The metal 2 layer:
Cells faint in the background.
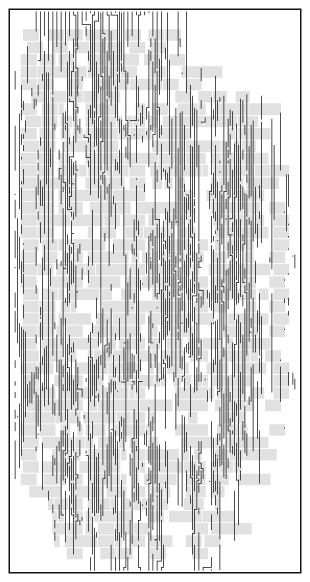
Wiring by layer:
Only two layers are drawn.
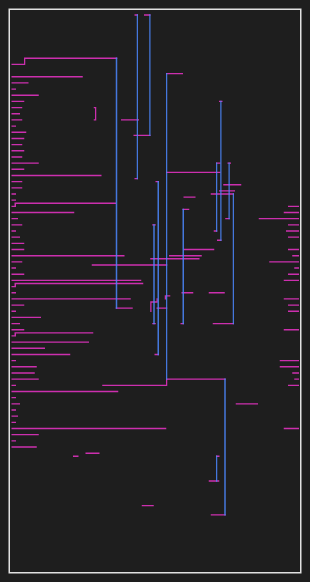
**config.mk**
```make
export PLATFORM = sky130hd
export DESIGN_NAME = led_arbiter
export DESIGN_NICKNAME = d
export VERILOG_FILES = /design/src/rtl/led_arbiter_pkg.sv /design/src/rtl/led_arbiter_prio_enc.sv /design/src/rtl/led_arbiter.sv
export SDC_FILE = /design/constraint.sdc
export NUM_CORES = 1
export LEC_CHECK = 0
export CORE_ASPECT_RATIO = 2
export CORE_MARGIN = 2
export CORE_UTILIZATION = 48
export DETAILED_ROUTE_END_ITERATION = 16
export PLACE_DENSITY = 0.87
export SETUP_SLACK_MARGIN = 0.5
export SYNTH_ARGS = -nofsm -noshare
export SYNTH_HDL_FRONTEND = slang
export SYNTH_SLANG_ARGS = --single-unit
```
**constraint.sdc**
```tcl
create_clock -name clock -period 8.1 [get_ports clock]
set_clock_uncertainty 0.15 [all_clocks]
set_input_delay 1.62 -clock clock [delete_from_list [all_inputs] [get_ports clock]]
set_output_delay 1.62 -clock clock [all_outputs]
set_load 0.005 [all_outputs]
```
**src/rtl/led_arbiter_pkg.sv**
```systemverilog
// Shared types and defaults for the LED bank arbiter.
// The state enum is also exported on the top's debug port.
package led_arbiter_pkg;

    typedef enum logic [1:0] {
        ST_IDLE = 2'd0,
        ST_HOLD = 2'd1,
        ST_OPEN = 2'd2
    } arb_state_e;

    localparam int DEFAULT_LED_W       = 16;
    localparam int DEFAULT_HOLD_CYCLES = 4007900;  // ~100 ms at 40.079 MHz
    localparam int DWELL_W             = 23;
    localparam int SWITCH_W            = 16;

endpackage

```
**src/rtl/led_arbiter_prio_enc.sv**
```systemverilog
// Combinational lowest-index priority encoder: index 0 wins.
module prio_enc #(
    parameter int N     = 4,
    parameter int IDX_W = (N > 1) ? $clog2(N) : 1
) (
    input  logic [N-1:0]     req_i,
    output logic             valid_o,
    output logic [IDX_W-1:0] idx_o
);

    always_comb begin
        valid_o = 1'b0;
        idx_o   = '0;
        // Scan from the top so the lowest set bit is the last one written.
        for (int i = N - 1; i >= 0; i--) begin
            if (req_i[i]) begin
                valid_o = 1'b1;
                idx_o   = IDX_W'(i);
            end
        end
    end

endmodule

```
**src/rtl/led_arbiter.sv**
```systemverilog
// Priority arbiter granting one requester the LED bank for a minimum dwell.
// state_o and dwell_o expose the FSM state and dwell counter for debug.
module led_arbiter
    import led_arbiter_pkg::*;
#(
    parameter  int N_SRC       = 4,
    parameter  int LED_W       = DEFAULT_LED_W,
    parameter  int HOLD_CYCLES = DEFAULT_HOLD_CYCLES,
    localparam int IDX_W       = (N_SRC > 1) ? $clog2(N_SRC) : 1
) (
    input  logic                   clock,
    input  logic                   reset,
    input  logic [N_SRC-1:0]       req_i,
    input  logic [N_SRC*LED_W-1:0] pattern_i,
    output logic [LED_W-1:0]       led_out,
    output logic [N_SRC-1:0]       grant_o,
    output logic [IDX_W-1:0]       owner_o,
    output logic [SWITCH_W-1:0]    switch_cnt_o,
    output arb_state_e             state_o,
    output logic [DWELL_W-1:0]     dwell_o
);

    arb_state_e          state_q,  state_d;
    logic [IDX_W-1:0]    owner_q,  owner_d;
    logic [DWELL_W-1:0]  dwell_q,  dwell_d;
    logic [N_SRC-1:0]    grant_q,  grant_d;
    logic [LED_W-1:0]    led_q,    led_d;
    logic [SWITCH_W-1:0] switch_q, switch_d;

    logic             any_req;
    logic [IDX_W-1:0] low_idx;
    logic             expired;
    logic             take;

    prio_enc #(.N(N_SRC), .IDX_W(IDX_W)) u_prio_enc (
        .req_i   (req_i),
        .valid_o (any_req),
        .idx_o   (low_idx)
    );

    // The cycle in which the counter sits at 0 is already past the dwell, so the
    // owner is held for exactly HOLD_CYCLES cycles before a change can happen.
    assign expired = (state_q == ST_OPEN) || ((state_q == ST_HOLD) && (dwell_q == '0));

    always_comb begin
        state_d = state_q;
        owner_d = owner_q;
        dwell_d = dwell_q;
        take    = 1'b0;
        case (state_q)
            ST_IDLE: begin
                take = any_req;
            end
            ST_HOLD, ST_OPEN: begin
                if (expired) begin
                    if (!req_i[owner_q]) begin
                        if (any_req) begin
                            take = 1'b1;
                        end else begin
                            state_d = ST_IDLE;
                            owner_d = '0;
                            dwell_d = '0;
                        end
                    end else if (low_idx < owner_q) begin
                        take = 1'b1;
                    end else begin
                        state_d = ST_OPEN;
                    end
                end else if (req_i[0] && (owner_q != '0)) begin
                    take = 1'b1;
                end else begin
                    dwell_d = dwell_q - DWELL_W'(1);
                end
            end
            default: begin
                state_d = ST_IDLE;
                owner_d = '0;
                dwell_d = '0;
            end
        endcase

        // take always lands on a different index, so it is always a real owner change.
        if (take) begin
            state_d = ST_HOLD;
            owner_d = low_idx;
            dwell_d = DWELL_W'(HOLD_CYCLES - 1);
        end

        switch_d = (take && (switch_q != '1)) ? switch_q + SWITCH_W'(1) : switch_q;

        grant_d = '0;
        led_d   = '0;
        if (state_d != ST_IDLE) begin
            grant_d[owner_d] = 1'b1;
            led_d            = pattern_i[owner_d*LED_W +: LED_W];
        end
    end

    always_ff @(posedge clock) begin
        if (reset) begin
            state_q  <= ST_IDLE;
            owner_q  <= '0;
            dwell_q  <= '0;
            grant_q  <= '0;
            led_q    <= '0;
            switch_q <= '0;
        end else begin
            state_q  <= state_d;
            owner_q  <= owner_d;
            dwell_q  <= dwell_d;
            grant_q  <= grant_d;
            led_q    <= led_d;
            switch_q <= switch_d;
        end
    end

    assign led_out      = led_q;
    assign grant_o      = grant_q;
    assign owner_o      = owner_q;
    assign switch_cnt_o = switch_q;
    assign state_o      = state_q;
    assign dwell_o      = dwell_q;

endmodule

```
==> results.yml <==
# physical design summary
synth:
  synthCells: 408
  synth_nets: 485
  ys_sh_adder_pct: 2.54
  ys_types: 53
  synth.mux.area_fraction_pct: 11.7
  synth-edff-count: 0
  netlist_top_cells_count: "dfxtp_1 (63), nand2_1 (59), nor2_1 (43)"
  synth_flop_count: 63
  ys_warn_count: 0
  syn_area_mm2: 0.00345
  yosys_area_mm2: 0.00345
  top_cells_by_area: "dfxtp_1 (37%), mux2i_1 (10%), nand2_1 (6.4%), xor2_1 (5.6%), nor2_1 (4.7%)"
  yosys.area.top_type_share_pct: 36.6
  ys_sh_xor_pct: 7.88
  most_common_cell: "dfxtp_1"
  ys_seq_share_pct: 36.6
  aoi_share_pct: 9.40
  top_area_cell: "dfxtp_1"
  avgSynthCellArea_um2: 8.45
  synth.logic.top_family: "simple AND/OR/NAND/NOR gates"
  ys.flop_type: "dfxtp_1"
  async_flop_share_pct: 0
  ys_cells: 408
  ys_sh_simple_pct: 27.7
cells_and_area:
  clock_buffers: 11
  largest_class: "multi-input combinational cells"
  lay_top_cells: "clkdlybuf4s50_1 (132), dfxtp_1 (63), nand2_1 (59)"
  nMultiInputCombCells: 318
  largest_reg_flops: 23
  postLayoutCellArea_mm2: 0.00503
  fin_nets: 608
  layout_top_cell: "clkdlybuf4s50_1"
  clock_area_share_pct: 5.02
  utilization_pct: 72.5
  flop_area_mm2: 0.00126
  inv_count: 7
  layout.nonclk_buf_share_pct: 26.2
  n_antenna_cell: 0
  comb_share_pct: 40.9
  comb_area_mm2: 0.00206
  drive_gt1_share_pct: 4.50
  fillers: 505
  flops: 63
  seq-cell-share_pct: 25.0
worst_hold_path:
  hold_end: "switch_cnt_o[12]"
  hold_depth: 2
  hold_start: "switch_cnt_o[12]"
  hold_class: "register to register"
worst_setup_path:
  reg2reg_to: "led_out[2]"
  critical_path_class: "input port to register"
  cp_num_buf_inv: 1
  cp-start-kind: "input port"
  path_max_fanout: 18
  r2r_slack_ps: 4280
  path_depth: 9
  r2r-start: "dwell_o[3]"
  rr_worst_depth: 8
  max_stage_delay_ps: 710
  cpMaxStageDelayCell: "mux2i_2"
  crit_family: "simple AND/OR/NAND/NOR gates"
  cp.arrival_ps: 4800
  crit_end: "led_out[14]"
floorplanning:
  row_count: 43
  fp.coreArea_mm2: 0.00694
  die-area_mm2: 0.00792
  ios: 133
  die_h_um: 124
  die_w_um: 63.9
  fp-utilization_pct: 49.7
placement:
  port_buffers: 132
  dp.cells: 610
  place.gp.congestion: 0.908
  dpl_cell_area_mm2: 0.00478
  dp_slack_ps: 3060
  dpl.hpwl_um: 7700
final_timing:
  post-route-min-period_ps: 4730
  finalClockPeriodUsage_pct: 58.4
  fin_tns_setup_ps: 0
  drv_slew: 0
  finalSetupViolCount: 0
  final.setup.worst_slack_ps: 3370
  fmaxAchievable_mhz: 211
  whs_ps: 366
  relSlewSlack_pct: 14.4
  rsz0062_at_grt: "no"
  tightestPinTransition_ps: 1280
  hold_violations: 0
power:
  peakVddDrop_mv: 0.125
  total_power_uw: 911
  p_comb_share_pct: 24.0
  power_switching_uw: 244
  internal_power_uw: 667
  p_seq_share_pct: 39.7
  p_sw_share_pct: 26.8
  powerSeq_uw: 362
  p_leak_nw: 1.90
  clkPwrFrac_pct: 36.3
  p_per_area_mw_per_mm2: 181
  power_leader: "sequential cells"
route:
  highest_layer: "met4"
  drtAntennaViolNets: 0
  first_pass_iters: 4
  drc_errors: 0
  drt-met1-wl_um: 3360
  wl_met3_um: 638
  met2WireLength_um: 5520
  via_per_inst: 5.46
  drt-initial-drc-count: 171
clocking:
  post_cts_buffers: 0
  numCtsBuffers: 9
  cts_root_buf: "clkbuf_16"
  clk_path_buf_depth: 2
  cts_sinks: 63
  cts.reportedPaths.clkPinSlew_ps: 50
  clock.latency.late_pin_ps: 330
  cts_tree: "built"
  cts_hold_buf: 0
  htreeDepth: 3
  postCtsResizedCells: 0
grt:
  use_met1_pct: 24.2
  grt_overflow: 0
  first_global_vias: 3438
  grt_pass1_wl_um: 15900
  gr-max-usage-layer: "met2"
  antenna_found_initial: 0
  grt_max_degree: 23
run_status:
  status: "finished clean"
run:
  tool_warnings: 30
  maxCapViolations: 0
About 'the metal 2 layer':
wire length on this layer: 5520 um
longest straight run: 73.1 um
main direction: vertical
nets with wire on the layer: 533
vias: 3400
drt total wl: 9910 um
met2 global-route usage: 49.3%

About 'wiring by layer':
| layer | colour | wire length |
|---|---|---|
| M4 | blue | 392 um |
| M3 | magenta | 638 um |
Avg WL per Cell: 15.9 um
total track usage: 26.3%

No activity file was given, so power comes from the tool's default toggle rates.
